===== config.mk =====
export PLATFORM = sky130hd
export DESIGN_NAME = pc_fetch_ctrl
export DESIGN_NICKNAME = d
export VERILOG_FILES = /design/src/rtl/pc_fetch_ctrl.sv
export SDC_FILE = /design/constraint.sdc
export NUM_CORES = 1
export LEC_CHECK = 0
export CAP_MARGIN = 5
export CORE_MARGIN = 10
export CORE_UTILIZATION = 46
export DETAILED_ROUTE_END_ITERATION = 10
export GPL_ROUTABILITY_DRIVEN = 1
export PLACE_DENSITY = 0.77
export SYNTH_ARGS = -nofsm -noshare
export SYNTH_HDL_FRONTEND = slang
export SYNTH_SLANG_ARGS = --single-unit

===== constraint.sdc =====
create_clock -name clk -period 4.8 [get_ports clk]
set_input_delay 1.44 -clock clk [delete_from_list [all_inputs] [get_ports clk]]
set_output_delay 1.44 -clock clk [all_outputs]
set_load 0.01 [all_outputs]

===== src/rtl/pc_fetch_ctrl.sv =====
// PC register, branch/jump redirect and instruction-fetch handshake for the IF stage.
// Optional branch statistics counters are built when BR_STATS_EN is defined.
module pc_fetch_ctrl #(
  parameter logic [31:0] PC_RESET = 32'h0000_3000
) (
  input  logic        clk,
  input  logic        reset,
  input  logic        stall,
  input  logic        id_valid,
  input  logic        is_beq,
  input  logic        is_bne,
  input  logic        is_j,
  input  logic        is_jr,
  input  logic        equal,
  input  logic [31:0] pc_id,
  input  logic [15:0] imm16,
  input  logic [25:0] instr_index,
  input  logic [31:0] rs_val,
  input  logic        imem_ack,
  output logic [31:0] pc,
  output logic        imem_req,
  output logic        fetch_valid,
  output logic [31:0] link_pc,
`ifdef BR_STATS_EN
  output logic [31:0] br_cnt,
  output logic [31:0] br_taken_cnt,
`endif
  output logic        state_dbg,
  output logic        pend_dbg
);

  typedef enum logic {
    FETCH      = 1'b0,
    FETCH_PEND = 1'b1
  } state_e;

  state_e      state_q;
  logic [31:0] pc_q;
  logic        req_q;
  logic        pend_q;
  logic [31:0] pend_target_q;

  logic        taken;
  logic        redir_now;
  logic [31:0] pc_id_plus4;
  logic [31:0] br_offset;
  logic [31:0] br_target;
  logic [31:0] j_target;
  logic [31:0] target;
  logic [31:0] pc_seq;

  // Handshake: imem_req stays high once out of reset; imem_ack in a cycle means the
  // word at pc is delivered that cycle (fetch_valid). The pc moves on at that edge
  // unless stall holds it, in which case the same address is fetched again.

  assign taken = id_valid && ((is_beq && equal) || (is_bne && !equal) || is_j || is_jr);
  assign redir_now = taken && !stall;

  assign pc_id_plus4 = pc_id + 32'd4;
  assign br_offset   = {{14{imm16[15]}}, imm16, 2'b00};
  assign br_target   = pc_id_plus4 + br_offset;
  assign j_target    = {pc_id_plus4[31:28], instr_index, 2'b00};
  assign target      = is_jr ? rs_val : (is_j ? j_target : br_target);
  assign pc_seq      = pc_q + 32'd4;

  always_ff @(posedge clk or negedge reset) begin
    if (!reset) begin
      state_q       <= FETCH;
      pc_q          <= PC_RESET;
      req_q         <= 1'b0;
      pend_q        <= 1'b0;
      pend_target_q <= 32'd0;
    end else begin
      req_q <= 1'b1;
      case (state_q)
        FETCH: begin
          if (imem_ack && !stall) begin
            pc_q   <= redir_now ? target : pc_seq;
            pend_q <= 1'b0;
          end else if (!imem_ack && redir_now) begin
            // Delay-slot word not yet delivered: park the target until it is.
            pend_q        <= 1'b1;
            pend_target_q <= target;
            state_q       <= FETCH_PEND;
          end
        end
        FETCH_PEND: begin
          // A second redirect here cannot happen; the first target is kept.
          if (imem_ack && !stall) begin
            pc_q    <= pend_target_q;
            pend_q  <= 1'b0;
            state_q <= FETCH;
          end
        end
        default: begin
          state_q <= FETCH;
          pend_q  <= 1'b0;
        end
      endcase
    end
  end

`ifdef BR_STATS_EN
  logic        accepted;
  logic [31:0] br_cnt_q;
  logic [31:0] br_taken_cnt_q;

  assign accepted = id_valid && !stall && (is_beq || is_bne || is_j || is_jr);

  always_ff @(posedge clk or negedge reset) begin
    if (!reset) begin
      br_cnt_q       <= 32'd0;
      br_taken_cnt_q <= 32'd0;
    end else begin
      if (accepted) br_cnt_q <= br_cnt_q + 32'd1;
      if (redir_now) br_taken_cnt_q <= br_taken_cnt_q + 32'd1;
    end
  end

  assign br_cnt       = br_cnt_q;
  assign br_taken_cnt = br_taken_cnt_q;
`endif

  assign pc          = pc_q;
  assign imem_req    = req_q;
  assign fetch_valid = imem_ack;
  assign link_pc     = pc_id + 32'd8;
  assign state_dbg   = state_q;
  assign pend_dbg    = pend_q;

endmodule


Fig. 1: run 1, supply network
Scale bar: 50 µm. Pins as bars on the die edge.
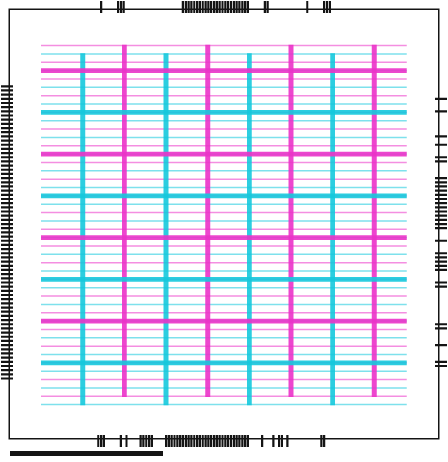
net	colour
VSS	cyan
VDD	magenta
met1 rails	44
signal pins	184
met4 straps	8
met5 straps	8

Fig. 2: run 1, cells coloured by class
Scale bar: 50 µm.
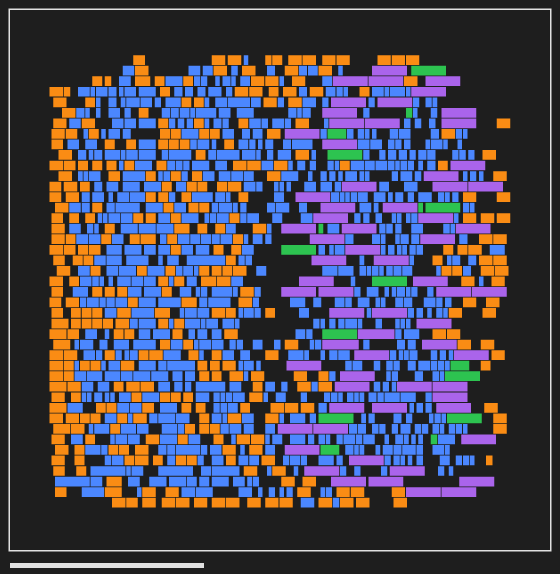
class	colour	cells	share of their area
combinational and other logic	blue	723	50%
flops	purple	67	17%
clock drivers and dummy loads	green	16	2.9%
other buffers and delay cells	orange	341	30%
core region area: 13900 µm²
post-route cell area: 10200 µm²
fraction of area in registers: 16.5%
number of placement rows: 43
Layout Utilization: 72.9%

Fig. 3: run 1, clock wires, drivers and flops
Scale bar: 50 µm.
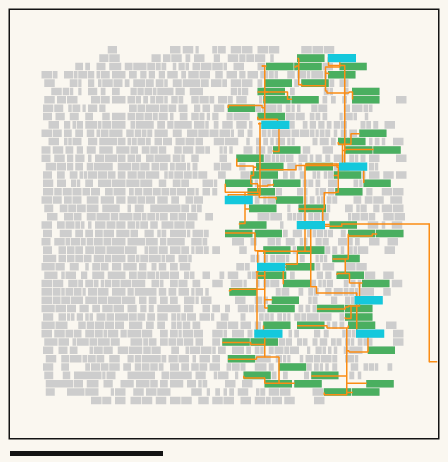
[flip-flops] green | count: 67
[clock wires] orange | length: 908 µm
[clock drivers] cyan | count: 9
routed clock nets	10

==> datasheet_impl.txt, run 1 <==
Physical design parameters

Parameter                              Value

Worst setup path
  Critical Path AT    3.25 ns
  Crit path launch type    input pin
  Most common cell type on the critical path    sky130_fd_sc_hd__and3_4
  CP cell instances    dlygate4sd2_1 -> ha_4 -> and3_4 -> and3_4 -> and3_4 -> buf_4 -> and3_4 -> nand2_1 -> xnor2_1 -> dlygate4sd2_1
  Buffers plus inverters on the worst setup path    3
  Largest fanout on the critical path    7
  Largest delay contributor family on the critical path    simple AND/OR/NAND/NOR gates

Synthesis
  Flip-flops with a built-in enable    0
  Mean cell area of the mapped netlist    7.78 µm²
  Prevailing post-synth register cell    sky130_fd_sc_hd__dfrtp_1
  Number of standard cells after synthesis    843
  Cell type with the largest total area after synthesis    sky130_fd_sc_hd__dfrtp_1
  Post-synthesis cell count from yosys    843
  Top cell area share    24.8%

Layout
  Proportion of cell area occupied by multi-input gates    48.4%
  Post-layout nets    1295
  Combinational Gates    714
  Top class by area    multi-input combinational cells

Route
  Wire length per cell after detailed routing    17.6 µm
  Drt first-iter violations    681
  Vias    7431
  Pre-Repair DR Iteration Count    5

Min path
  Worst hold start    pend_target_q[17]

Outcome
  Run status    finished, final reports clean

STA
  Tmin final    4.69 ns
  Final tally of max-slew violations    0
  Final Hold Viols    0
  Worst slack on hold paths    0.473 ns

Power
  Flip-flop and latch power    882 µW
  P_comb    1.20 mW
  Clock Power    627 µW

Global routing
  Busiest grt layer    met2

Clock tree
  Num CTS Buffers    9
  Hold bufs inserted after CTS    0
  Clock Pin Slew Worst Setup and Hold Paths    0.05 ns
Fig. 4: run 1, signal wires by layer
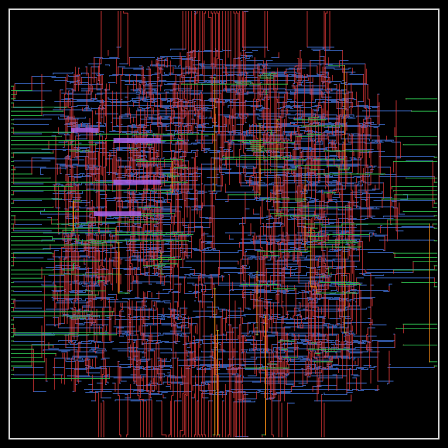

## Run 2: what changed since run 1
--- a/config.mk
+++ b/config.mk
@@ -5,9 +5,11 @@
 export SDC_FILE = /design/constraint.sdc
 export NUM_CORES = 1
 export LEC_CHECK = 0
+export ABC_CLOCK_PERIOD_IN_PS = 4800
 export CAP_MARGIN = 5
-export CORE_MARGIN = 10
+export CORE_MARGIN = 1.5
 export CORE_UTILIZATION = 46
+export CTS_CLUSTER_DIAMETER = 100
 export DETAILED_ROUTE_END_ITERATION = 10
 export GPL_ROUTABILITY_DRIVEN = 1
 export PLACE_DENSITY = 0.77
Fig. 5: run 2, signal wires by layer
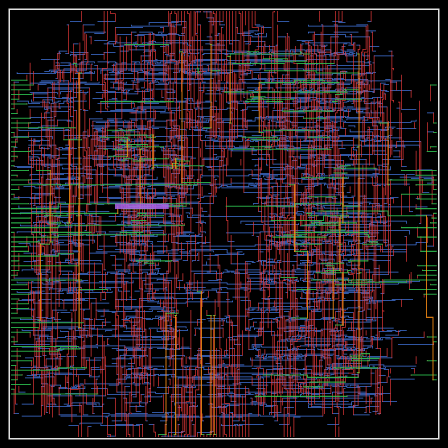
layer	colour	wire length
metal 5	purple	13.8 µm
metal 4	orange	701 µm
metal 2	red	10900 µm
metal 3	green	1720 µm
metal 1	blue	9390 µm

Fig. 6: run 2, supply network
Scale bar: 20 µm. Pins as bars on the die edge.
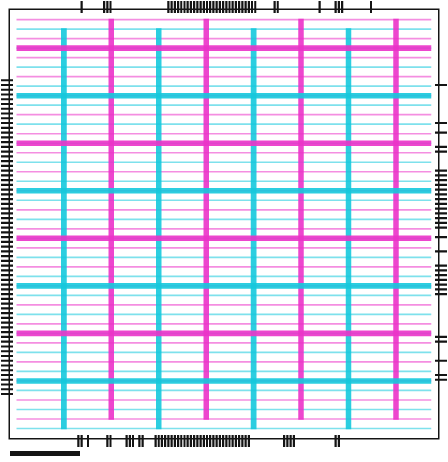
Max VDD drop: 0.000203 V
core region area: 13900 µm²
width of the die: 122 µm
Die Y: 122 µm

==> datasheet_impl.txt, run 2 <==
Physical design parameters

Parameter                              Value

Outcome
  Run status    finished, final reports clean

Clock tree
  Num CTS Buffers    9
  Hold bufs inserted after CTS    0
  Clock Pin Slew Worst Setup and Hold Paths    0.05 ns

Die
  Number of placement rows    43

STA
  Total setup violations reported at the end of the flow    0
  Final Hold Viols    0
  Worst slack on hold paths    0.470 ns
  Final tally of max-slew violations    0

Power
  P_comb    1.20 mW
  Flip-flop and latch power    887 µW

Placement
  Detailed-placement wirelength estimate    17000 µm

Route
  Vias    7604
  Pre-Repair DR Iteration Count    5
  Wire length per cell after detailed routing    17.1 µm
  Drt first-iter violations    698

Layout
  Post-route cell area    10200 µm²
  Combinational Gates    714
  Top class by area    multi-input combinational cells
  Post-layout nets    1300
  Fraction of area in registers    16.5%
  Layout Utilization    73.2%

Min path
  Worst hold start    pend_target_q[23]

Global routing
  Busiest grt layer    met2

Synthesis
  Prevailing post-synth register cell    sky130_fd_sc_hd__dfrtp_1
  Mean cell area of the mapped netlist    7.78 µm²
  Cell type with the largest total area after synthesis    sky130_fd_sc_hd__dfrtp_1
  Flip-flops with a built-in enable    0
  Top cell area share    24.8%

Worst setup path
  Buffers plus inverters on the worst setup path    4
  CP cell instances    clkbuf_2 -> ha_4 -> and3_4 -> and3_4 -> buf_4 -> nand4_1 -> xnor2_1 -> ha_1 -> buf_4 -> nand4_1 -> o21bai_2 -> a211oi_4 -> buf_4 -> o2111ai_2 -> a211oi_2 -> mux2i_1 -> and3_1 -> nor3_1 -> o31ai_2
  Largest fanout on the critical path    4
  Most common cell type on the critical path    sky130_fd_sc_hd__buf_4
  Largest delay contributor family on the critical path    AND-OR/OR-AND gates
  Critical Path AT    4.89 ns
Fig. 7: run 2, cells coloured by class
Scale bar: 20 µm.
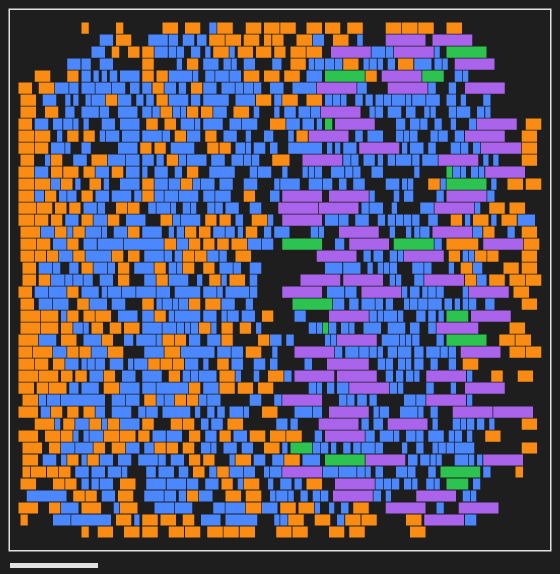
class	colour	cells	share of their area
clock drivers and dummy loads	green	16	2.9%
flops	purple	67	17%
other buffers and delay cells	orange	346	31%
combinational and other logic	blue	723	49%

No activity file was given, so power comes from the tool's default toggle rates.
